$ cat src/rtl/ahb_console_cnt_slave.sv
// AHB-Lite console / cycle-counter slave: DATA reads return a saturating cycle counter,
// DATA writes push a character into a TX FIFO drained over a valid/ready byte stream.
module ahb_console_cnt_slave #(
  parameter int FIFO_DEPTH = 8,
  parameter bit CNT_EN_RST = 1'b1
) (
  input  logic        sysclk,
  input  logic        sysrst_b,
  input  logic        hsel,
  input  logic [31:0] haddr,
  input  logic [1:0]  htrans,
  input  logic        hwrite,
  input  logic [2:0]  hsize,
  input  logic [31:0] hwdata,
  input  logic        hready,
  output logic        hreadyout,
  output logic [31:0] hrdata,
  output logic [1:0]  hresp,
  output logic        char_vld,
  output logic [7:0]  char_data,
  input  logic        char_rdy,
  output logic        fifo_empty
);

  localparam int AW = $clog2(FIFO_DEPTH);
  localparam logic [AW:0] FULL_CNT = {1'b1, {AW{1'b0}}};

  typedef enum logic {IDLE, WR_DATA} state_t;

  state_t      state, state_nxt;
  logic        accept, acc_wr_data, dp_ctrl_wr, push, pop, full;
  logic        cnt_en;
  logic [31:0] cnt, rd_mux;
  logic [AW:0] wr_ptr, rd_ptr, count;
  logic [7:0]  mem [FIFO_DEPTH];
  logic        unused_ok;

  assign unused_ok   = ^{hsize, haddr[31:4], haddr[1:0], hwdata[31:8]};
  assign hresp       = 2'b00;
  assign accept      = hsel & htrans[1] & hready;
  assign acc_wr_data = accept & hwrite & (haddr[3:2] == 2'd0);

  assign count      = wr_ptr - rd_ptr;
  assign full       = (count == FULL_CNT);
  assign fifo_empty = (count == '0);
  assign char_vld   = !fifo_empty;
  assign char_data  = mem[rd_ptr[AW-1:0]];
  assign pop        = char_vld & char_rdy;

  always_ff @(posedge sysclk) begin
    if (!sysrst_b) state <= IDLE;
    else           state <= state_nxt;
  end

  // A stalled DATA write completes as soon as a slot frees, including one freed by a same-cycle pop.
  always_comb begin
    state_nxt = state;
    push      = 1'b0;
    hreadyout = 1'b1;
    case (state)
      IDLE: if (acc_wr_data) state_nxt = WR_DATA;
      WR_DATA: begin
        if (!full || pop) begin
          push      = 1'b1;
          state_nxt = acc_wr_data ? WR_DATA : IDLE;
        end else begin
          hreadyout = 1'b0;
        end
      end
      default: state_nxt = IDLE;
    endcase
  end

  always_ff @(posedge sysclk) begin
    if (!sysrst_b) begin
      dp_ctrl_wr <= 1'b0;
      cnt_en     <= CNT_EN_RST;
    end else begin
      if (hreadyout) dp_ctrl_wr <= accept & hwrite & (haddr[3:2] == 2'd2);
      if (dp_ctrl_wr) cnt_en <= hwdata[0];
    end
  end

  // Clear wins over increment; the counter holds at all-ones.
  always_ff @(posedge sysclk) begin
    if (!sysrst_b)                    cnt <= '0;
    else if (dp_ctrl_wr && hwdata[1]) cnt <= '0;
    else if (cnt_en && cnt != '1)     cnt <= cnt + 32'd1;
  end

  always_comb begin
    rd_mux = '0;
    case (haddr[3:2])
      2'd0:    rd_mux = cnt;
      2'd1:    rd_mux = {16'b0, 8'(count), 6'b0, full, fifo_empty};
      2'd2:    rd_mux = {31'b0, cnt_en};
      default: rd_mux = '0;
    endcase
  end

  always_ff @(posedge sysclk) begin
    if (!sysrst_b)             hrdata <= '0;
    else if (accept && !hwrite) hrdata <= rd_mux;
  end

  always_ff @(posedge sysclk) begin
    if (!sysrst_b) begin
      wr_ptr <= '0;
      rd_ptr <= '0;
    end else begin
      if (push) wr_ptr <= wr_ptr + 1'b1;
      if (pop)  rd_ptr <= rd_ptr + 1'b1;
    end
  end

  always_ff @(posedge sysclk) begin
    if (push) mem[wr_ptr[AW-1:0]] <= hwdata[7:0];
  end

endmodule

$ cat config.mk
export PLATFORM = sky130hd
export DESIGN_NAME = ahb_console_cnt_slave
export DESIGN_NICKNAME = d
export VERILOG_FILES = /design/src/rtl/ahb_console_cnt_slave.sv
export SDC_FILE = /design/constraint.sdc
export NUM_CORES = 1
export LEC_CHECK = 0
export ABC_AREA = 1
export CAP_MARGIN = 20
export CORE_MARGIN = 4
export CORE_UTILIZATION = 45
export CTS_BUF_LIST = sky130_fd_sc_hd__clkbuf_8 sky130_fd_sc_hd__clkbuf_16
export DETAILED_ROUTE_END_ITERATION = 12
export GPL_ROUTABILITY_DRIVEN = 0
export GPL_TIMING_DRIVEN = 1
export PLACE_DENSITY = 0.74
export SYNTH_ARGS = -nofsm -noshare
export SYNTH_HDL_FRONTEND = slang
export SYNTH_SLANG_ARGS = --single-unit
$ cat constraint.sdc
create_clock -name sysclk -period 2.9 [get_ports sysclk]
set_input_delay 0.58 -clock sysclk [delete_from_list [all_inputs] [get_ports sysclk]]
set_output_delay 0.58 -clock sysclk [all_outputs]
set_load 0.03 [all_outputs]
Figure 1. Where the registers sit (run 1).
Drawn at 3 px/um. Other sequential cells in the stronger gray, the rest of the logic in the fainter gray.
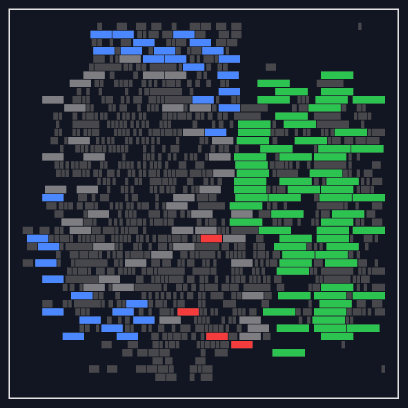
netlist name	color	sequential cells
mem	green	64
hrdata	blue	32
rd_ptr	red	4

Figure 2. Cell area per tile (run 1).
Drawn at 3 px/um. 13 x 13 tiles, from black (low) to pale yellow (high), 0 to 100% covered.
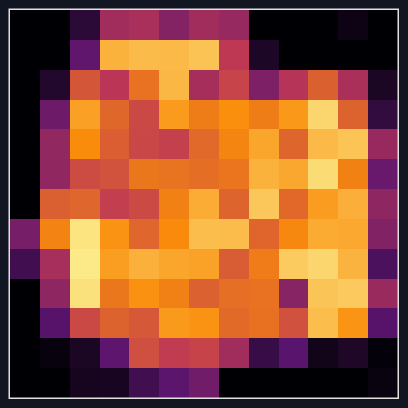
nearly empty tiles	17%
mean over tiles	48%
fullest tile	95%
tiles over 75% full	25%

Figure 3. Met2 routing (run 1).
Drawn at 3 px/um.
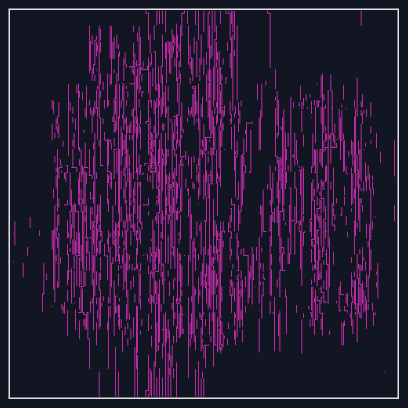
longest straight run	52.4 um
share of all routed wire	50%
nets with wire on the layer	687
wire length on this layer	7780 um

==> deck_impl_summary.md, run 1 <==
Key Metrics from the Run

Clock network
  • CTS tree: yes
  • CTS root buf: clkbuf_16
  • Clk sinks: 142
  • Cts hold-fix bufs: 0
  • # H-tree levels: 4

Global route
  • Largest net degree at the start of global routing: 34
  • Total grt overflow: 0
  • First-pass GRT wire length: 25.9 mm
  • GRT met1 Usage: 23.2%
  • GRT Util Overall: 19.6%
  • Vias in the first global route: 5359

Synth
  • Basic Gates by Area: 28.3%
  • Post-synth EDFFs: around 64
  • YS chip area: 6610 um2
  • Largest area contributor in the synthesized netlist: edfxtp_1
  • Syn Inst Count: 804
  • XORs/XNORs by Area: 2.52%
  • Flops after synth: 142
  • Yosys Instances: about 800
  • Distinct lib cells used: 32
  • Post-synth ARST share: 0%
  • Seq share, synth: 52.7%
  • Synth warn: 0
  • Main logic family after synthesis: simple AND/OR/NAND/NOR gates
  • Yosys aoi share: about a tenth

STA
  • F_max: 363 MHz
  • Final Hold Viols: 0
  • Setup TNS: 0 ns

Layout
  • Area delta synth->final: 24.0%
  • Layout clock area frac: 8.14%
  • Inverters: about 42
  • Share of cells above drive strength 1: 11.2%
  • Post-route insts no fill: approximately 1.1k
  • Net count, final: between 900 and 1k
  • Dominant logic cell type in the layout: nand2_1
  • Non-clock buffers: 87
  • Sequential cell area share: a little over two fifths
  • Largest class: flip-flops and latches

Pwr
  • Tot Pwr: 5340 uW
  • P_sw: between 1000 and 1500 uW
  • Top power group: clock
  • Flop pwr share: 39.9%
  • Worst VDD drop: 0.000443 V

Floorplan
  • Chip height: 129 um
  • Tap cell count: 184
  • Die area: 16700 um2

Critical path
  • CP max stage cell: fa_2
  • Critical Path Source: wr_ptr[0]
  • CP endpoint: fifo_empty
  • CP Launch Type: flip-flop
  • Crit path DRT: 2.32 ns
  • Crit path arrival time: 2.18 ns
  • CP peak stage delay: 0.37 ns

Routing
  • # DRC: 0
  • Routed met1 length: 6.57 mm
  • Drt total wl: 15.5 mm
  • DR top layer: met4
  • TritonRoute pass-1 iters: 5
  • Vias: approximately 5.6k
  • Final ANT Viol Nets: 0

Run
  • MaxCap Viol Count: 0
  • Log Warnings: 84

Run status
  • Status: complete, no violations

Hold path
  • WHS Endpoint: hrdata[28]

Place
  • HPWL Detailed: 10.6 mm
Figure 4. Clock wiring as the flow saved it (run 1).
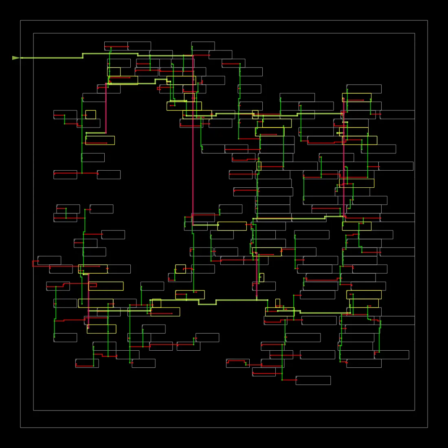

==> run 2, diff against run 1 <==
--- a/config.mk
+++ b/config.mk
@@ -13,7 +13,7 @@
 export DETAILED_ROUTE_END_ITERATION = 12
 export GPL_ROUTABILITY_DRIVEN = 0
 export GPL_TIMING_DRIVEN = 1
-export PLACE_DENSITY = 0.74
+export PLACE_DENSITY = 0.7
 export SYNTH_ARGS = -nofsm -noshare
 export SYNTH_HDL_FRONTEND = slang
 export SYNTH_SLANG_ARGS = --single-unit
Figure 5. Clock wiring as the flow saved it (run 2).
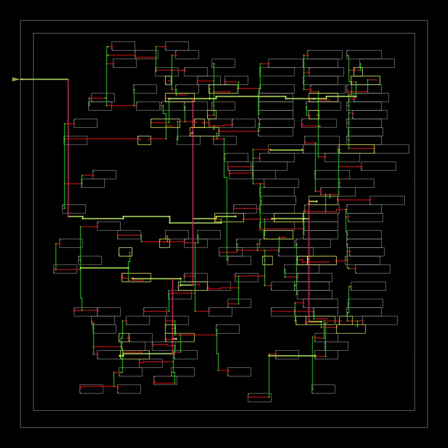
CTS Buf Count: 17
Insertion Delay late pin: 0.42 ns
clock network power: 2120 uW
clk sinks: 142

==> run 2 against run 1 <==
Against the previous run: global-route usage decreased by 0.51 points; setup slack got worse by 0.078 ns; sequential share of layout area up 0.60 points; fmax shrank 2.7%; largest cell class unchanged; routed wire length down 2.6%; first-iteration DRC count grew 2.0%; sequential power barely moved; power shrank 6.7%.
==> deck_impl_summary.md, run 2 <==
Key Metrics from the Run

Run status
  • Status: complete, no violations

Floorplan
  • Die area: 16700 um2
  • Chip height: between 100 and 150 um
  • Die width: 129 um
  • Tap cell count: 184
  • Floorplan Utilization: roughly 46%

Routing
  • Final ANT Viol Nets: 0
  • Vias per cell: 5.10
  • Drt total wl: 15.1 mm
  • TritonRoute pass-1 iters: 5
  • Vias: 5470
  • Routed met1 length: approximately 6.6 mm
  • DR top layer: met4
  • # DRC: 0

Synth
  • Flops after synth: about 140
  • XORs/XNORs by Area: 2.52%
  • Largest area contributor in the synthesized netlist: edfxtp_1
  • YS chip area: 6610 um2
  • Yosys aoi share: 10.1%
  • Post-synth EDFFs: 64
  • Distinct lib cells used: 32
  • Synth warn: 0
  • Area fraction in mux cells: 0%
  • Commonest flop: dfxtp_1
  • Synthesized cell area: 6610 um2
  • Syn Inst Count: 804
  • Yosys Instances: 804
  • Post-synth ARST share: 0%
  • Seq share, synth: around 53%
  • Fa+ha+maj area frac: around 1.4%
  • Main logic family after synthesis: simple AND/OR/NAND/NOR gates
  • Basic Gates by Area: approximately 28%
  • Most common cell in the netlist: nand2_1

Layout
  • Area delta synth->final: 22.3%
  • Largest class: flip-flops and latches
  • Layout clock area frac: 7.17%
  • Sequential cell area share: 43.1%
  • Net count, final: 957
  • Share of cells above drive strength 1: between 10% and 20%
  • Post-route insts no fill: 1072
  • Util after Layout: 55.8%
  • Non-clock buffers: 84
  • Sequential cell area: 3480 um2
  • Dominant logic cell type in the layout: nand2_1
  • Filler cells: roughly 1.3k
  • Inverters: 42
  • Number of logic gates: 588

Global route
  • GRT Util Overall: 19.1%
  • First-pass GRT wire length: 25.2 mm
  • Largest net degree at the start of global routing: 34
  • Vias in the first global route: 5134
  • Total grt overflow: 0
  • GRT met1 Usage: 24.0%
  • Initial antenna violation count: 0

Run
  • MaxCap Viol Count: 0
  • Log Warnings: ~86

Hold path
  • WHS Endpoint: hrdata[4]
  • Hold/Removal Path Class: flip-flop to flip-flop

STA
  • Part of the cycle the worst path needs: 97.7%
  • Final worst setup slack: 0.0669 ns
  • Setup TNS: 0 ns
  • Final Setup Violations: 0
  • F_max: approximately 350 MHz
  • Final Hold Viols: 0

Clock network
  • # H-tree levels: 4
  • Cts hold-fix bufs: 0
  • CTS tree: yes
  • CTS root buf: clkbuf_16
  • Clock-pin slew on the worst setup and hold paths: about 0.060 ns

Pwr
  • Logic pwr share: 14.6%
  • Clk pwr share: 42.6%
  • Worst VDD drop: around 0.00044 V
  • P_int: 3600 uW
  • Tot Pwr: 4980 uW
  • Flop pwr share: 42.8%
  • P_sw: ~1400 uW
  • Top power group: registers

Critical path
  • Critical Path End Type: output port
  • R2r setup slk: 0.07 ns
  • CP peak stage delay: about 0.40 ns
  • CP max stage cell: fa_1
  • CP Launch Type: flip-flop
  • CP endpoint: char_vld
  • Crit path DRT: 2.32 ns
  • Crit path arrival time: 2.25 ns
  • Worst R2R Start: wr_ptr[0]
  • Critical Path Source: wr_ptr[0]
  • Critical Path Fanout Max: 5

Place
  • HPWL Detailed: 10.5 mm
  • DP Area: 7460 um2
Figure 6. Met2 routing (run 2).
Drawn at 3 px/um.
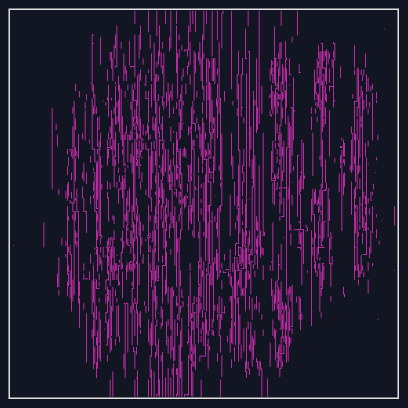
share of all routed wire	50%
nets with wire on the layer	699
wire length on this layer	7560 um
main direction	vertical
longest straight run	51.3 um

==> run 3, diff against run 2 <==
--- a/config.mk
+++ b/config.mk
@@ -13,6 +13,7 @@
 export DETAILED_ROUTE_END_ITERATION = 12
 export GPL_ROUTABILITY_DRIVEN = 0
 export GPL_TIMING_DRIVEN = 1
+export HOLD_SLACK_MARGIN = 0.03
 export PLACE_DENSITY = 0.7
 export SYNTH_ARGS = -nofsm -noshare
 export SYNTH_HDL_FRONTEND = slang
Figure 7. Clock wiring as the flow saved it (run 3).
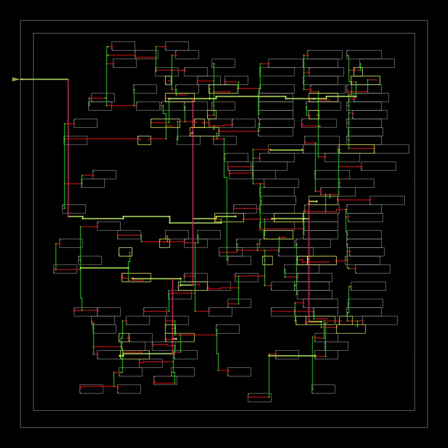
Clock Skews: 0.00827 ns
clock buf count: 17

==> run 3 against run 2 <==
Against the previous run: setup slack stayed put; routed wire length is the same; hold slack stayed put; non-clock buffer count unchanged; power unchanged; critical path depth stayed put; combinational power is essentially flat; largest cell class unchanged; critical endpoint unchanged.
==> deck_impl_summary.md, run 3 <==
Key Metrics from the Run

Routing
  • # DRC: 0
  • DR WL met3: 567 um
  • Vias per cell: 5.10
  • TritonRoute pass-1 iters: 5
  • WL met2: 7.56 mm
  • Vias: approximately 5.5k
  • Drt total wl: about 15 mm
  • Final ANT Viol Nets: 0
  • Wire per inst: 14.1 um
  • DR top layer: met4
  • Routed met1 length: 6.63 mm

Floorplan
  • Die area: 16700 um2
  • Rows: around 44
  • Tap cell count: between 150 and 200
  • Chip height: 129 um
  • Die width: 129 um

Layout
  • Net count, final: 957
  • Post-route insts no fill: 1072
  • Non-clock buffer share: 9.80%
  • Max reg flops: between 60 and 70
  • Filler cells: ~1.3k
  • Inverters: 42
  • Sequential cell area share: 43.1%
  • Dominant logic cell type in the layout: nand2_1
  • Largest class: flip-flops and latches
  • Layout clock area frac: 7.17%
  • Comb area share: approximately a third
  • Footprint of the multi-input gates: 2840 um2
  • Area delta synth->final: 22.3%
  • Non-clock buffers: 84
  • Top cells excl fill/tap: nand2_1, nor2_1, dfxtp_1
  • Seq_cells: 142
  • Post-Layout Inst Area: 8080 um2
  • Sequential cell area: roughly 3500 um2
  • Share of cells above drive strength 1: 11.0%
  • Number of logic gates: 588

Clock network
  • CTS tree: yes
  • Post-CTS Setup Bufs: 0
  • Cts hold-fix bufs: 0
  • Clock-pin slew on the worst setup and hold paths: 0.06 ns
  • CTS Buf Count: 17
  • # H-tree levels: 4
  • CTS root buf: clkbuf_16
  • Insertion Delay late pin: 0.42 ns
  • PostCTS Resize Cnt: 10
  • Clk sinks: 142

Synth
  • Commonest flop: dfxtp_1
  • Largest area contributor in the synthesized netlist: edfxtp_1
  • Yosys aoi share: 10.1%
  • Synthesized cell area: 6610 um2
  • Main logic family after synthesis: simple AND/OR/NAND/NOR gates
  • Yosys Instances: 804
  • Fa+ha+maj area frac: 1.44%
  • Post-synth ARST share: 0%
  • Synth warn: 0
  • Flops after synth: between 100 and 150
  • Distinct lib cells used: 32
  • Dominant cell area share: 29.1%
  • Most common cell in the netlist: nand2_1
  • YS chip area: 6610 um2
  • Basic Gates by Area: about 28%
  • Commonest cells post-synth: nand2_1, nor2_1, dfxtp_1, edfxtp_1, a21oi_1
  • Syn Inst Count: 804
  • Seq share, synth: 52.7%
  • Post-synth EDFFs: 64
  • Area fraction in mux cells: 0%
  • XORs/XNORs by Area: ~2.5%
  • Top area cell types: edfxtp_1, dfxtp_1, nand2_1, nor2_1, a21oi_1

Pwr
  • Flop pwr share: 42.8%
  • Sw frac: around 28%
  • P_sw: 1380 uW
  • Top power group: registers
  • Comb pwr: ~730 uW
  • Clock network power: 2120 uW
  • P_int: 3600 uW
  • Tot Pwr: 4980 uW
  • Logic pwr share: around 15%
  • Leak: slightly below 0.003 uW
  • Clk pwr share: a little over two fifths
  • Worst VDD drop: 0.000436 V
  • Total power per unit cell area: 617 nW/um2

Place
  • Count of input and output buffers: 59
  • Post-Place Setup Slack: approximately 0.064 ns
  • HPWL Detailed: 10.5 mm
  • DP Area: 7460 um2

Hold path
  • Hold Crit Depth: 2
  • Hold/Removal Path Class: flip-flop to flip-flop
  • WHS Endpoint: hrdata[4]

STA
  • F_max: 353 MHz
  • RSZ-0062 raised after global routing: yes
  • Setup TNS: 0 ns
  • Final Setup Violations: 0
  • Slew of the pin with the lowest slew margin: approximately 0.84 ns
  • Part of the cycle the worst path needs: 97.7%
  • Final worst setup slack: 0.0669 ns
  • Slew headroom: 43.7%
  • Post-layout min period: 2.83 ns
  • Final Hold Viols: 0

Global route
  • GRT Util Overall: 19.1%
  • GRT met1 Usage: 24.0%
  • Vias in the first global route: 5134
  • Total grt overflow: 0
  • First-pass GRT wire length: 25.2 mm
  • Initial antenna violation count: 0
  • Met2 usage in global routing: between 30% and 40%
  • Largest net degree at the start of global routing: 34

Critical path
  • R2r setup slk: 0.07 ns
  • CP bufs+invs: 3
  • CP dominant cell by count: inv_1
  • Critical Path Source: wr_ptr[0]
  • Critical Path End Type: output port
  • Worst R2R Start: wr_ptr[0]
  • CP Launch Type: flip-flop
  • CP peak stage delay: 0.40 ns
  • Crit path arrival time: 2.25 ns
  • Critical path's top delay family: adder cells
  • CP max stage cell: fa_1
  • CP Depth: 8
  • Crit path DRT: 2.32 ns
  • Worst-path cell chain: inv_1, ha_1, inv_1, fa_1, xnor2_2, nor2b_2, nand2_2, clkdlybuf4s15_2
  • CP endpoint: char_vld
  • R2R Path End: mem[4][3]
  • Critical Path Fanout Max: 5

Run
  • Log Warnings: ~86
  • MaxCap Viol Count: 0

Run status
  • Status: complete, no violations
Figure 8. Cell area per tile (run 3).
Drawn at 3 px/um. 13 x 13 tiles, from black (low) to pale yellow (high), 0 to 100% covered.
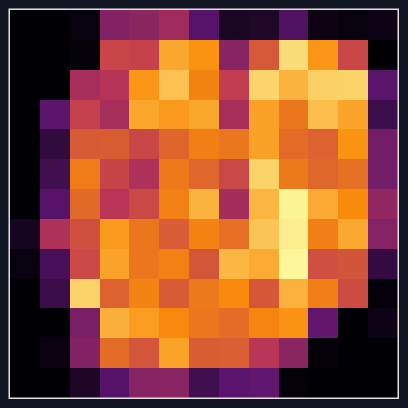
Floorplan Utilization: 45.7%
Core Footprint: 14500 um2
Util after Layout: 55.8%

Power is estimated from default activity; no workload was simulated.
